--- src/rtl/edu_token_row_tracker.sv ---
// Token-row pending mask for the setup stage: inserts set a row bit, releases clear it.
// Counts occupancy, pulses error flags and runs a one-cycle flush.
module edu_token_row_tracker #(
    parameter int NUM_TKROW  = 10,
    parameter int ROWADDR_BW = 4,
    parameter int CNT_BW     = ROWADDR_BW + 1
) (
    input  logic                  clk,
    input  logic                  rst_n,
    input  logic                  ins_valid,
    input  logic [ROWADDR_BW-1:0] ins_row,
    output logic                  ins_ready,
    input  logic                  rel_valid,
    input  logic [ROWADDR_BW-1:0] rel_row,
    input  logic                  flush_req,
    output logic [NUM_TKROW-1:0]  token_exist_rows_0_reg,
    output logic [CNT_BW-1:0]     token_cnt,
    output logic                  all_empty,
    output logic                  busy,
    output logic                  dup_err,
    output logic                  oob_err,
    output logic                  rel_err
);

    typedef enum logic [1:0] {
        IDLE   = 2'd0,
        ACTIVE = 2'd1,
        FLUSH  = 2'd2
    } state_t;

    state_t                 state_reg, state_next;
    logic [NUM_TKROW-1:0]   mask_reg, mask_next;
    logic [CNT_BW-1:0]      cnt_reg, cnt_next;
    logic                   empty_reg;
    logic                   dup_reg, oob_reg, rel_err_reg;
    logic                   dup_next, oob_next, rel_err_next;

    logic [NUM_TKROW-1:0]   ins_sel, rel_sel, ins_oh, rel_oh, kept;
    logic                   ins_acc, rel_gate, flush_cmd;

    // Row selectors only exist for in-range addresses, so an empty selector means out of range
    generate
        for (genvar gi = 0; gi < NUM_TKROW; gi++) begin : g_decode
            assign ins_sel[gi] = (ins_row == ROWADDR_BW'(gi));
            assign rel_sel[gi] = (rel_row == ROWADDR_BW'(gi));
        end
    endgenerate

    assign flush_cmd = flush_req & (state_reg != FLUSH);
    assign ins_acc   = ins_valid & ins_ready;
    assign rel_gate  = rel_valid & (state_reg != FLUSH) & ~flush_req;
    assign ins_oh    = {NUM_TKROW{ins_acc}} & ins_sel;
    assign rel_oh    = {NUM_TKROW{rel_gate}} & rel_sel & mask_reg;
    assign kept      = mask_reg & ~rel_oh;

    always_comb begin
        mask_next = kept | ins_oh;
        if (flush_cmd) begin
            mask_next = '0;
        end
    end

    always_comb begin
        cnt_next = '0;
        for (int i = 0; i < NUM_TKROW; i++) begin
            cnt_next = cnt_next + CNT_BW'(mask_next[i]);
        end
    end

    assign dup_next     = |(ins_oh & kept);
    assign oob_next     = (ins_acc & ~|ins_sel) | (rel_valid & ~|rel_sel);
    assign rel_err_next = rel_gate & (|rel_sel) & ~|(rel_sel & mask_reg);

    // State register
    always_ff @(posedge clk) begin
        if (!rst_n) begin
            state_reg <= IDLE;
        end else begin
            state_reg <= state_next;
        end
    end

    // Next-state logic
    always_comb begin
        state_next = state_reg;
        case (state_reg)
            IDLE, ACTIVE: begin
                if (flush_req) begin
                    state_next = FLUSH;
                end else if (mask_next != '0) begin
                    state_next = ACTIVE;
                end else begin
                    state_next = IDLE;
                end
            end
            FLUSH:   state_next = IDLE;
            default: state_next = IDLE;
        endcase
    end

    // Output logic
    always_comb begin
        ins_ready = (state_reg != FLUSH) & ~flush_req;
        busy      = (state_reg == FLUSH);
    end

    always_ff @(posedge clk) begin
        if (!rst_n) begin
            mask_reg    <= '0;
            cnt_reg     <= '0;
            empty_reg   <= 1'b1;
            dup_reg     <= 1'b0;
            oob_reg     <= 1'b0;
            rel_err_reg <= 1'b0;
        end else begin
            mask_reg    <= mask_next;
            cnt_reg     <= cnt_next;
            empty_reg   <= (mask_next == '0);
            dup_reg     <= dup_next;
            oob_reg     <= oob_next;
            rel_err_reg <= rel_err_next;
        end
    end

    assign token_exist_rows_0_reg = mask_reg;
    assign token_cnt              = cnt_reg;
    assign all_empty              = empty_reg;
    assign dup_err                = dup_reg;
    assign oob_err                = oob_reg;
    assign rel_err                = rel_err_reg;

endmodule

--- config.mk ---
export PLATFORM = sky130hd
export DESIGN_NAME = edu_token_row_tracker
export DESIGN_NICKNAME = d
export VERILOG_FILES = /design/src/rtl/edu_token_row_tracker.sv
export SDC_FILE = /design/constraint.sdc
export NUM_CORES = 1
export LEC_CHECK = 0
export ABC_CLOCK_PERIOD_IN_PS = 4800
export CORE_MARGIN = 1.5
export CORE_UTILIZATION = 45
export CTS_CLUSTER_DIAMETER = 60
export DETAILED_ROUTE_END_ITERATION = 16
export PLACE_DENSITY = 0.76
export SLEW_MARGIN = 25
export SYNTH_ARGS = -nofsm -noshare
export SYNTH_HDL_FRONTEND = slang
export SYNTH_SLANG_ARGS = --single-unit
--- constraint.sdc ---
create_clock -name clk -period 4.8 [get_ports clk]
set_input_delay 0.96 -clock clk [delete_from_list [all_inputs] [get_ports clk]]
set_output_delay 0.96 -clock clk [all_outputs]
set_load 0.005 [all_outputs]
==> run notes, run 1 <==
yosys + openroad results -> P_comb 0.0768 mW, worst path bufs/invs 4, post-placement cell count 266, P_clk 0.103 mW, Pre-antenna DRT Iters 6, CP startpoint rel_row[0], Flops 20, CP peak stage delay 0.51 ns, stage-log warning count 27, Startpoint Class input port, busiest grt layer met2, Reg2Reg Setup Slack 0.42 ns, dpl ws -0.348 ns, Top cells excl fill/tap clkdlybuf4s50_1 (28), buf_4 (25), dfxtp_1 (20), hold_buf cts 0, Signal buffers 57, total power draw 0.350 mW, outcome finished, final reports clean, Final setup viols 0, Setup Skew 0.00654 ns, Resized Gates After CTS 2, DR iter-0 viols 67, actual slew at the worst max-slew pin 0.598 ns
run 1: cells by family after synthesis:
| family | after synthesis | share of synthesized area |
|---|---|---|
| muxes | 4 | 0.0283 |
| adders and majority gates | 9 | 0.108 |
| buffers and inverters | 26 | 0.0823 |
| other | 1 | 0.00257 |
| xor gates and xnor gates | 2 | 0.0120 |
| AOI/OAI and AO/OA | 37 | 0.174 |
| and+or+nand+nor | 79 | 0.318 |
| DFF | 20 | 0.274 |
run 1: per-layer routing:
metal | routed length, um | vias up
met1 | 1840 | 710
met3 | 214 | 13
met2 | 2030 | 58
met5 | 0 | -
li1 | - | 727
met4 | 66 | 0
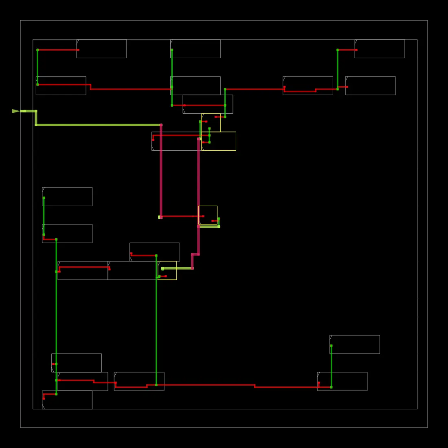
run_1/final_clocks.png
Latency at later pin: 0.31 ns
# clock sinks: 20

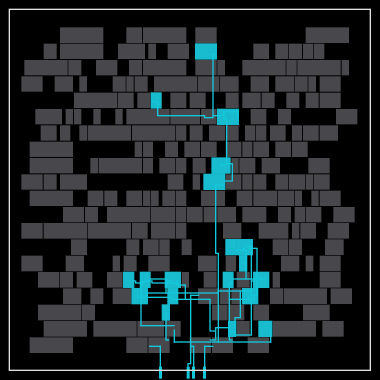
run_1/port_nets.png
Drawn at 6 px/um.
colour	port	bits	direction	end cells	buffers	wire
cyan	ins_row	4	input	21	5	268 um
I/O pin cnt: 34
# port buffers: 32

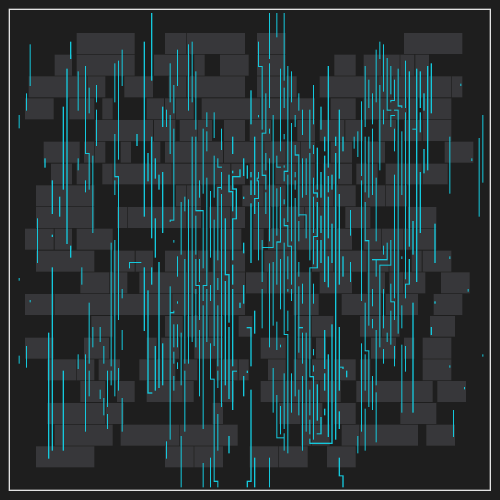
run_1/met2.png
Drawn at 8 px/um. Cells faint in the background.
share of all routed wire	49%
main direction	vertical
nets with wire on the layer	217
longest straight run	35.7 um
wire length on this layer	2030 um
global routing usage on met2: 0.425
Vias: 1508

==> run 1 -> run 2 <==
ABC_CLOCK_PERIOD_IN_PS = 4200   (was 4800)
clock period = 4.2 ns   (was 4.8 ns; I/O delays follow)
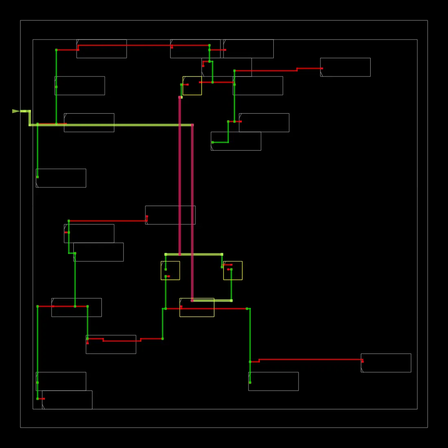
run_2/final_clocks.png
Clock buffer cells: 4
CTS buffer count: 3
Latency at later pin: 0.32 ns
P_clk: 0.117 mW

==> run 2 against run 1 <==
Count of clock-buffer cells in the layout unchanged; clock power grew about 10%; wire length grew 11%; die size did not move; critical endpoint unchanged.
==> run notes, run 2 <==
yosys + openroad results -> Top cells excl fill/tap buf_4 (40), clkdlybuf4s50_1 (23), dfxtp_1 (20), Pre-antenna DRT Iters 4, yosys simple share 0.318, busiest grt layer met2, I/O pin cnt 34, Final setup viols 0, Vias 1582, post-synthesis compound-gate area fraction 0.174, # clock sinks 20, setup slack after layout 0.0515 ns, met2 wire len 2280 um, Setup CP Type in2reg, mux contribution to synthesized area 0.0283, comb area leader simple AND/OR/NAND/NOR gates, outcome finished, final reports clean, hold_buf cts 0, P_comb 0.0995 mW, DR iter-0 viols 102, met1 WL 1880 um, Resized Gates After CTS 27, Post-Synth Adder-Cell Area 0.108, Startpoint Class input port, xor/xnor share 0.0120, highest routing layer actually used met4, stage-log warning count 30, Signal buffers 72
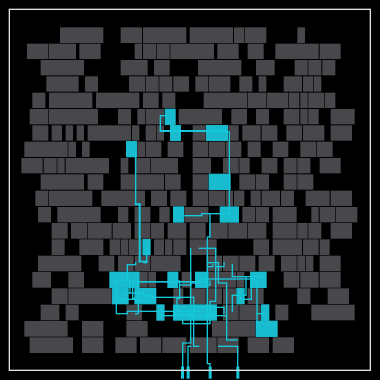
run_2/port_nets.png
Drawn at 6 px/um.
colour	port	bits	direction	end cells	buffers	wire
cyan	ins_row	4	input	21	9	314 um

## run 2: worst paths after layout
path                           start                 endpoint  slack [ns]  cells past startpoint
max reg2reg  state_reg[0]$_SDFF_PP0_  token_cnt[2]$_SDFF_PN0_        0.12                     14
max                        flush_req  token_cnt[2]$_SDFF_PN0_        0.05                     14
min reg2reg  state_reg[1]$_SDFF_PN0_  state_reg[0]$_SDFF_PP0_        0.54                      2
min          state_reg[1]$_SDFF_PN0_  state_reg[0]$_SDFF_PP0_        0.54                      2
## run 2: critical path, cell delays in order
cell and delay, ns:
buf_6 0.10, nand2b_4 0.15, or4_4 0.54, a32o_2 0.28, fa_1 0.48, inv_1 0.05, fa_1 0.52, inv_2 0.04
fa_1 0.49, ha_2 0.19, inv_2 0.04, fa_2 0.34, xor2_1 0.14, and2_1 0.14
==> run 2 -> run 3 <==
ABC_CLOCK_PERIOD_IN_PS = 3800   (was 4200)
clock period = 3.8 ns   (was 4.2 ns; I/O delays follow)
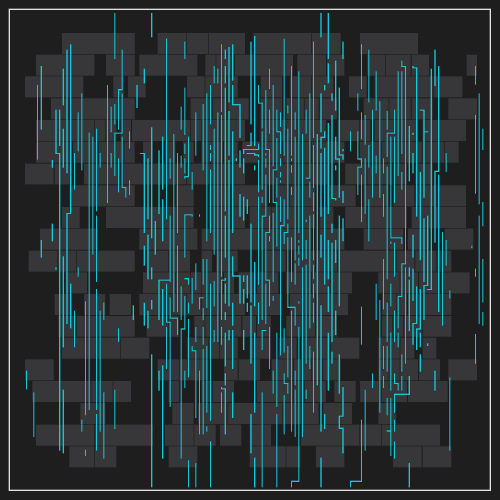
run_3/met2.png
Drawn at 8 px/um. Cells faint in the background.
longest straight run	37.1 um
wire length on this layer	2360 um
main direction	vertical
nets with wire on the layer	247
Total Wirelength: 4760 um
Vias: 1645
global routing usage on met2: 0.453

==> run 3 against run 2 <==
The flow now finishes with violations (negative setup slack); die size is the same; cell count is 2.1% higher; final area up 3.6%; sequential power is 11% higher; count of clock-buffer cells in the layout shrank 1; register-to-register slack got worse by 0.31 ns; wire length up 3.0%; clock skew rose by 0.0059 ns; sequential share of layout area fell by 0.64 points; synthesized area unchanged; clock power is 9% lower; largest power group unchanged; highest routed layer unchanged.
==> run notes, run 3 <==
yosys + openroad results -> outcome finished with violations, failing checks negative setup slack, actual slew at the worst max-slew pin 0.602 ns, critical path's top delay family adder cells, yosys simple share 0.318, total track usage 0.275, slowest cell on the critical path fa_2, Top cells excl fill/tap buf_4 (47), clkdlybuf4s50_1 (23), dfxtp_1 (20), post-placement cell count 279, mux contribution to synthesized area 0.0283, dpl ws -1.06 ns, post-synthesis compound-gate area fraction 0.174, Pre-antenna DRT Iters 5, Sw Pwr 0.130 mW, xor/xnor share 0.0120, P_comb 0.120 mW, CP peak stage delay 0.56 ns, comb area leader simple AND/OR/NAND/NOR gates, Critical Path, Cell by Cell buf_8, or2_4, or3_1, o21ai_0, a21oi_2, fa_1, inv_2, fa_2, inv_2, fa_2, ha_4, inv_2, fa_2, xor2_1, and2_1, Final setup viols 2, Setup Skew 0.0191 ns, highest routing layer actually used met4, EDFF count, synth 0, # port buffers 32, # clock sinks 20, Resized Gates After CTS 37, Post-Synth Adder-Cell Area 0.108, stage-log warning count 30, Latency at later pin 0.31 ns, setup slack after layout -0.371 ns, P_clk 0.107 mW, Setup CP Type in2reg, busiest grt layer met2, wire length on met3 428 um, total power draw 0.443 mW, worst path bufs/invs 4, CTS buffer count 3, I/O pin cnt 34, met2 wire len 2360 um
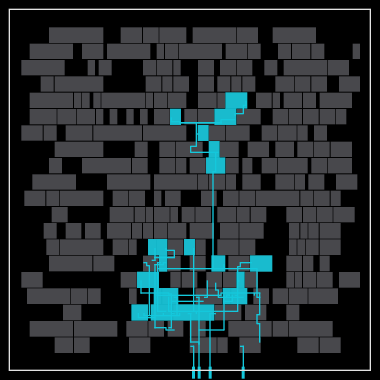
run_3/port_nets.png
Drawn at 6 px/um.
colour	port	bits	direction	end cells	buffers	wire
cyan	ins_row	4	input	21	9	270 um

==> run 3: cell counts after synthesis <==
Identical to the previous run, type by type.
==> run 3: worst paths after layout <==
check,from,endpoint,slack [ns],cells after the start
worst max-delay path,rel_row[2],token_cnt[2]$_SDFF_PN0_,-0.37,15
worst min register to register,state_reg[1]$_SDFF_PN0_,state_reg[0]$_SDFF_PP0_,0.61,3
worst max register to register,state_reg[0]$_SDFF_PP0_,token_cnt[2]$_SDFF_PN0_,-0.19,15
worst min-delay path,state_reg[1]$_SDFF_PN0_,state_reg[0]$_SDFF_PP0_,0.61,3
==> run 3: area by class of cell <==
class	instances	area, um^2
multi-input combinational	132	1040
sequential	20	400
fill	238	840
inverter	13	48.8
tap	44	55.1
clock buffer	3	22.5
timing repair buffer	79	667
No activity file was given, so power comes from the tool's default toggle rates.
